==> config.mk <==
export PLATFORM = sky130hd
export DESIGN_NAME = rv16_sub_unit
export DESIGN_NICKNAME = d
export VERILOG_FILES = /design/src/rtl/rv16_alu_pkg.sv /design/src/rtl/rv16_sub_digit.sv /design/src/rtl/rv16_sub_unit.sv
export SDC_FILE = /design/constraint.sdc
export NUM_CORES = 1
export LEC_CHECK = 0
export CORE_MARGIN = 10
export CORE_UTILIZATION = 51
export CTS_CLUSTER_DIAMETER = 120
export CTS_CLUSTER_SIZE = 12
export DETAILED_ROUTE_END_ITERATION = 8
export PLACE_DENSITY = 0.76
export SLEW_MARGIN = 40
export SYNTH_ARGS = -nofsm -noshare
export SYNTH_HDL_FRONTEND = slang
export SYNTH_HIERARCHICAL = 1
export SYNTH_SLANG_ARGS = --single-unit
==> constraint.sdc <==
create_clock -name clk -period 2.1 [get_ports clk]
set_input_delay 0.42 -clock clk [delete_from_list [all_inputs] [get_ports clk]]
set_output_delay 0.42 -clock clk [all_outputs]
set_load 0.02 [all_outputs]
==> src/rtl/rv16_alu_pkg.sv <==
// rv16_alu_pkg
//   Shared definitions for the rv16 ALU units: default datapath widths and
//   the sequencing state encoding used by the multi-cycle units.
package rv16_alu_pkg;

  // Architectural register width of the rv16 datapath.
  localparam int RV16_XLEN      = 16;
  // Default digit width for the digit-serial units.
  localparam int RV16_SUB_DIGIT = 4;

  typedef enum logic [1:0] {
    IDLE = 2'd0,
    RUN  = 2'd1,
    DONE = 2'd2
  } alu_state_t;

endpackage : rv16_alu_pkg

==> src/rtl/rv16_sub_digit.sv <==
// rv16_sub_digit
//   Purely combinational DIGIT-bit subtractor: diff = a - b - bin.
//   Implemented in carry form (a + ~b + ~bin), so the borrow out is the
//   inverted carry out of the top bit.
// Ports:
//   a, b  : DIGIT-bit minuend / subtrahend digits
//   bin   : borrow in from the previous (less significant) digit
//   diff  : DIGIT-bit difference digit
//   bout  : borrow out to the next digit
module rv16_sub_digit
  import rv16_alu_pkg::*;
#(
  parameter int DIGIT = RV16_SUB_DIGIT
) (
  input  logic [DIGIT-1:0] a,
  input  logic [DIGIT-1:0] b,
  input  logic             bin,
  output logic [DIGIT-1:0] diff,
  output logic             bout
);

  logic [DIGIT:0] sum;

  assign sum  = {1'b0, a} + {1'b0, ~b} + {{DIGIT{1'b0}}, ~bin};
  assign diff = sum[DIGIT-1:0];
  assign bout = ~sum[DIGIT];

endmodule : rv16_sub_digit

==> src/rtl/rv16_sub_unit.sv <==
// rv16_sub_unit
//   Digit-serial subtractor: rd = rs1 - rs2 - rp_bin, processed DIGIT bits
//   per cycle LSB-first over N = DATA/DIGIT cycles with a registered borrow.
//   start/busy/done handshake; results and flags are registered and only
//   change in the done cycle.
// Ports:
//   clk, rst_n   : clock, asynchronous active-low reset
//   start        : operation request, honoured only when not busy
//   rs1_sub_in   : minuend, sampled with an accepted start
//   rs2_sub_in   : subtrahend, sampled with an accepted start
//   rp_bin       : borrow in, sampled with an accepted start
//   busy         : operation in progress
//   done         : one-cycle pulse, results valid from this cycle
//   rd_sub_out   : difference
//   rp_bout      : unsigned borrow out
//   rp_zero      : difference is zero
//   rp_ovf       : signed overflow
module rv16_sub_unit
  import rv16_alu_pkg::*;
#(
  parameter int DATA  = RV16_XLEN,
  parameter int DIGIT = RV16_SUB_DIGIT
) (
  input  logic            clk,
  input  logic            rst_n,
  input  logic            start,
  input  logic [DATA-1:0] rs1_sub_in,
  input  logic [DATA-1:0] rs2_sub_in,
  input  logic            rp_bin,
  output logic            busy,
  output logic            done,
  output logic [DATA-1:0] rd_sub_out,
  output logic            rp_bout,
  output logic            rp_zero,
  output logic            rp_ovf
);

  localparam int N     = DATA / DIGIT;
  localparam int CNT_W = (N > 1) ? $clog2(N) : 1;
  localparam logic [CNT_W-1:0] LAST_DIGIT = CNT_W'(N - 1);

  if ((DIGIT < 1) || (DATA % DIGIT != 0)) begin : g_bad_digit
    $error("rv16_sub_unit: DATA (%0d) must be a non-zero multiple of DIGIT (%0d)",
           DATA, DIGIT);
  end

  alu_state_t       state;
  logic [DATA-1:0]  a_sr;      // minuend, shifted right one digit per cycle
  logic [DATA-1:0]  b_sr;      // subtrahend, shifted right one digit per cycle
  logic [DATA-1:0]  res_sr;    // result digits enter at the top
  logic             borrow;
  logic [CNT_W-1:0] cnt;

  logic [DIGIT-1:0] dig_diff;
  logic             dig_bout;
  logic [DATA-1:0]  res_next;

  rv16_sub_digit #(.DIGIT(DIGIT)) u_digit (
    .a    (a_sr[DIGIT-1:0]),
    .b    (b_sr[DIGIT-1:0]),
    .bin  (borrow),
    .diff (dig_diff),
    .bout (dig_bout)
  );

  // After the last digit the result register holds the complete difference,
  // LSB digit at the bottom.
  if (N == 1) begin : g_single_digit
    assign res_next = dig_diff;
  end else begin : g_multi_digit
    assign res_next = {dig_diff, res_sr[DATA-1:DIGIT]};
  end

  // NOTE: sequential state uses non-blocking assignments so every register
  // samples the pre-edge values regardless of statement order.
  always_ff @(posedge clk or negedge rst_n) begin
    if (!rst_n) begin
      // NOTE: the datapath registers are reset too, so a reset mid-operation
      // leaves no stale operand or borrow state behind.
      state      <= IDLE;
      busy       <= 1'b0;
      done       <= 1'b0;
      rd_sub_out <= '0;
      rp_bout    <= 1'b0;
      rp_zero    <= 1'b0;
      rp_ovf     <= 1'b0;
      a_sr       <= '0;
      b_sr       <= '0;
      res_sr     <= '0;
      borrow     <= 1'b0;
      cnt        <= '0;
    end else begin
      done <= 1'b0;
      unique case (state)
        IDLE, DONE: begin
          if (start) begin
            a_sr   <= rs1_sub_in;
            b_sr   <= rs2_sub_in;
            borrow <= rp_bin;
            cnt    <= '0;
            busy   <= 1'b1;
            state  <= RUN;
          end else begin
            state  <= IDLE;
          end
        end
        RUN: begin
          a_sr   <= a_sr >> DIGIT;
          b_sr   <= b_sr >> DIGIT;
          res_sr <= res_next;
          borrow <= dig_bout;
          cnt    <= cnt + CNT_W'(1);
          if (cnt == LAST_DIGIT) begin
            busy       <= 1'b0;
            done       <= 1'b1;
            state      <= DONE;
            rd_sub_out <= res_next;
            rp_bout    <= dig_bout;
            rp_zero    <= (res_next == '0);
            // The low digit now holds the operands' top digits, so its MSB
            // is the sign bit of each operand.
            rp_ovf     <= (a_sr[DIGIT-1] != b_sr[DIGIT-1]) &&
                          (dig_diff[DIGIT-1] != a_sr[DIGIT-1]);
          end
        end
        default: begin
          busy  <= 1'b0;
          state <= IDLE;
        end
      endcase
    end
  end

endmodule : rv16_sub_unit
**Run 1: placed cells, one color a class**

Scale bar: 20 um.
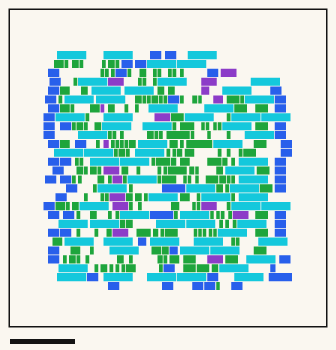
class	color	cells
flip-flops	cyan	70
clock drivers and dummy loads	purple	16
all other logic	green	208
other buffers and delay cells	blue	61

**Run 1: cells by drive strength**

Scale bar: 20 um.
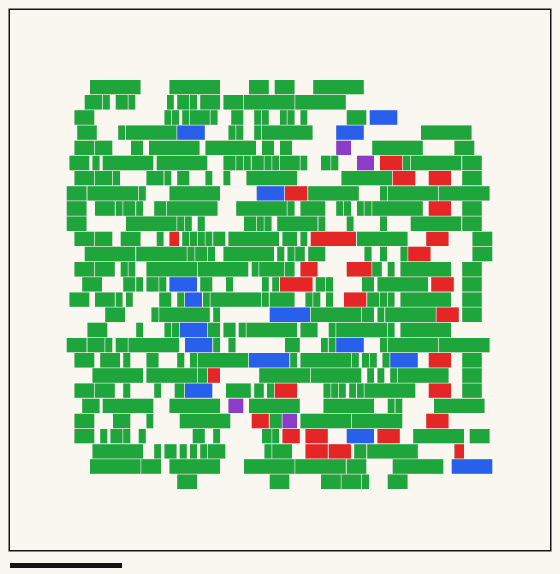
size	color	cells	share
drive 2	red	27	7.6%
drive 3 to 4	purple	4	1.1%
drive 1 or less	green	309	87%
drive 6 and up	blue	15	4.2%
area grow syn2layout: 27.42%
Setup WS post-layout: 0.1023 ns
cell area after layout: 3831 um^2
bufs w/o clock: 61

==> changes_impl.md, run 1 <==
### Changed

- CP peak stage delay: 0.47 ns
- R2R Path End: rp_zero
- Worst path top cell family by delay: adder cells
- Adders+Majority by Area: 2.996%
- Syn_nets: about 340
- Max-cap viol count: 0
- Signal inverters: 8
- Worst flop-to-flop path startpoint: a_sr[0]
- Flop share of the area: a little under half
- CP Depth: 7
- Vias per Instance: ~5.2
- Crit. End Element: flop
- Post-cts gate resize count: 0
- Run status: finished, final reports clean
- IO Count: 57
- NonClk Buf Share: 16.46%
- Ao+oa area frac: 9.447%
- Largest net degree at the start of global routing: 71
- Post-Route Utilization: about two thirds
- Critical-path top delay cell: fa_2
- Total track usage: between 10% and 20%
- Post-synth regs: approximately 70
- Final min period: 1.998 ns
- Log Warnings: 26
- Cts hold-fix bufs: 0
- Inserted Clock Buffers: 9
- Clock tree buffer depth: 2
- Comb gates: 200
- Top cells by area: dfrtp_1, nand2_1, mux2_2
- Flop-to-flop setup slack: between 0.1 and 0.15 ns
**Run 1: routing congestion map**

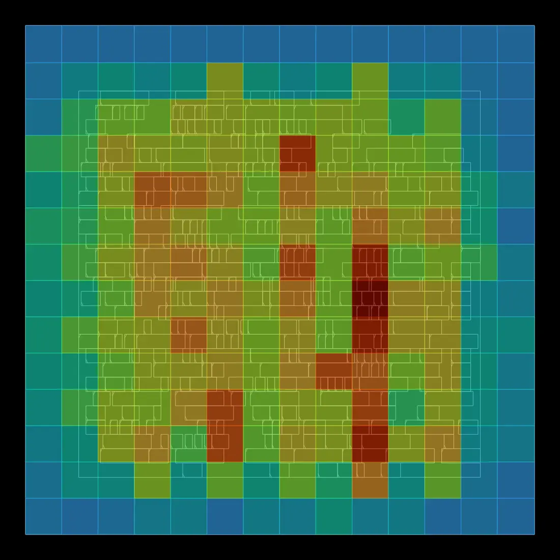
M3 GR Usage: 5.607%
WL/cell: 14.90 um

run 1: cell usage in the layout (no fill, tap or decap), types with 2 or more instances in the layout:
| cell type | netlist | final |
|---|---|---|
| a21oi_1 | 3 | 3 |
| buf_12 | 0 | 3 |
| buf_4 | 3 | 2 |
| clkdlybuf4s50_1 | 0 | 55 |
| nand2_1 | 90 | 90 |
| a31oi_1 | 25 | 25 |
| inv_1 | 8 | 8 |
| ha_1 | 4 | 4 |
| nor4_1 | 4 | 3 |
| nor2_1 | 28 | 28 |
| o21ai_0 | 5 | 4 |
| a22o_1 | 9 | 9 |
| mux2_2 | 17 | 17 |
| dfrtp_1 | 70 | 70 |
| clkbuf_8 | 0 | 11 |
run 1: report_power, final:
group | leakage, nW | switching (W) | internal (W)
clock | 0.0930 | 0.000496 | 0.000498
sequential | 0.851 | 0.000431 | 0.00200
combinational | 0.830 | 0.00160 | 0.00131
run 1: cells in the mapped netlist:
master,number
a21o_2,1
nand3_1,1
buf_4,3
and3b_1,1
mux2_2,17
buf_6,2
xor2_1,2
and2b_1,1
buf_2,10
a22o_1,9
nand4_1,1
nor2_2,1
clkbuf_1,2
nand2b_1,2
a31oi_1,25
ha_1,4
nor4_1,4
a21oi_1,3
nand2_1,90
nand3b_1,1
nor2_1,28
o21ai_0,5
fa_1,2
dfrtp_1,70
inv_1,8
nor2b_1,1
nand3b_2,1
run 1: sequential cells by signal, indices dropped and copies added (netlist names):
name	cells
a_sr	16
b_sr	16
borrow	1
busy	1
cnt	2
done	1
rd_sub_out	16
res_sr	12
rp_bout	1
rp_ovf	1
rp_zero	1
state	2
run 1: routing by layer:
metal	global-route usage, %	share of wire, %	vias to the layer above
li1	-	-	1092
met1	17.50	47	1067
met2	19.58	45	65
met3	5.607	6.7	9
met4	4.735	1.3	0
met5	0	0	-
==> inputs of run 2 (changes only) <==
Settings changed: SLEW_MARGIN 40 to default.
**Run 2: where the registers sit**

Scale bar: 20 um.
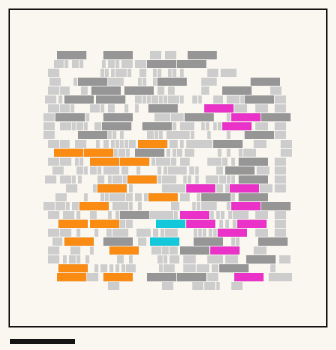
signal	color	sequential cells
b_sr	orange	16
res_sr	magenta	12
state	cyan	2

==> run 2 against run 1 <==
  * Register-to-register slack hardly changed
  * First-iteration DRC count stayed put
  * Routed wire length stayed put
  * Combinational power hardly changed
  * Sequential power hardly changed
  * Flip-flop count stayed put
  * Die area stayed put
  * Via count stayed put
  * Utilization stayed put
  * Final cell count stayed put
  * Clock power hardly changed
  * Critical path type unchanged
==> changes_impl.md, run 2 <==
### Changed

- Flop share of the area: 45.72% (unchanged)
- Critical-path top delay cell: fa_2
- NonClk Buf Share: 16.46% (unchanged)
- Cts hold-fix bufs: 0 (unchanged)
- Largest net degree at the start of global routing: 71 (unchanged)
- Layout cells sized above 1: 12.96%
- CP peak stage delay: 0.47 ns (about the same)
- IO Count: 57 (unchanged)
- Clock tree buffer depth: 2 (unchanged)
- Sequential fraction of the synthesis area: between 50% and 60%
- Most frequent logic cell in the layout: nand2_1
- Inserted Clock Buffers: 9 (unchanged)
- Ys async rst share: 100.0% (unchanged)
- Flop-to-flop setup slack: 0.10 ns (about the same)
- Crit. End Element: flop
- Post-Route Utilization: 68.32% (unchanged)
- Post-cts gate resize count: 0 (unchanged)
- Total track usage: 13.47% (unchanged)
- Power after layout: 0.006337 W
- Placement Cell Area: 3630 um^2
- Post-synth regs: 70 (unchanged)
- Log Warnings: 26 (unchanged)
- Final min period: 1.998 ns (unchanged)
- Signal inverters: 8 (unchanged)
- Run status: finished, final reports clean
- Core Util at FP: between 50% and 60%
- Bufs w/o clock: 61 (unchanged)
- Comb. cell area: 1144 um^2
- Comb gates: 200 (unchanged)
- Area grow syn2layout: 27.42% (unchanged)
- Vias per Instance: 5.230 (unchanged)
- Top cells by area: dfrtp_1, nand2_1, mux2_2
- Syn_nets: 337 (unchanged)
- Max-cap viol count: 0 (unchanged)
- Post-synth top flop: dfrtp_1
- Flip-flops with a built-in enable: 0 (unchanged)
- Top cells excl fill/tap: nand2_1, dfrtp_1, clkdlybuf4s50_1
- Post-synth top cells: nand2_1, dfrtp_1, nor2_1
- PwrDens: ~1700 nW/um^2
- Setup WS post-layout: 0.1023 ns (unchanged)
- Die area: 9366 um^2
## run 2: cell counts after synthesis
Identical to the previous run, type by type.
## run 2: kinds of logic (layout without fill, tap and decap cells)
kind of cell	Yosys count	count (layout)	share of synthesized area, %
AND-OR/OR-AND	43	43	9.446
buffers and inverters	25	85	4.411
AND/OR/NAND/NOR	132	132	17.94
XOR/XNOR	2	2	0.5827
adder cells (fa/ha/maj)	6	6	2.996
flip-flops	70	70	58.26
multiplexers	17	17	6.367
## run 2: final timing paths
path	cells past startpoint	endpoint	start
worst max register to register	7	rp_zero	a_sr[0]
worst max-delay path	7	rp_zero	a_sr[0]
max in group asynchronous	2	cnt[1]	rst_n
min in group clk	1	a_sr[14]	a_sr[14]
worst min-delay path	2	res_sr[5]	rst_n
worst min register to register	1	a_sr[14]	a_sr[14]
## run 2: routing by layer
| layer | wire length (um) | global-route usage [%] |
|---|---|---|
| met1 | 2992 | 17.50 |
| met3 | 427 | 5.607 |
| met5 | 0 | 0 |
| met2 | 2857 | 19.58 |
| met4 | 83 | 4.735 |
## run 2: worst max-delay path: cells and delay by family (launching register included)
| family | cells | cell delay, ns |
|---|---|---|
| buffers and inverters | 2 | 0.14 |
| AOI/OAI and AO/OA | 1 | 0.13 |
| adders and majority gates | 2 | 0.90 |
| DFF | 1 | 0.35 |
| and+or+nand+nor | 2 | 0.40 |
## run 2: power by group
| group | total, W | leakage, nW | switching, W | internal [W] |
|---|---|---|---|---|
| logic | 0.00291 | 0.830 | 0.00160 | 0.00131 |
| registers | 0.00243 | 0.851 | 0.000431 | 0.00200 |
| clock network | 0.000994 | 0.0930 | 0.000496 | 0.000498 |
| total | 0.00634 | 1.77 | 0.00252 | 0.00381 |
Power and IR drop assume default switching activity.
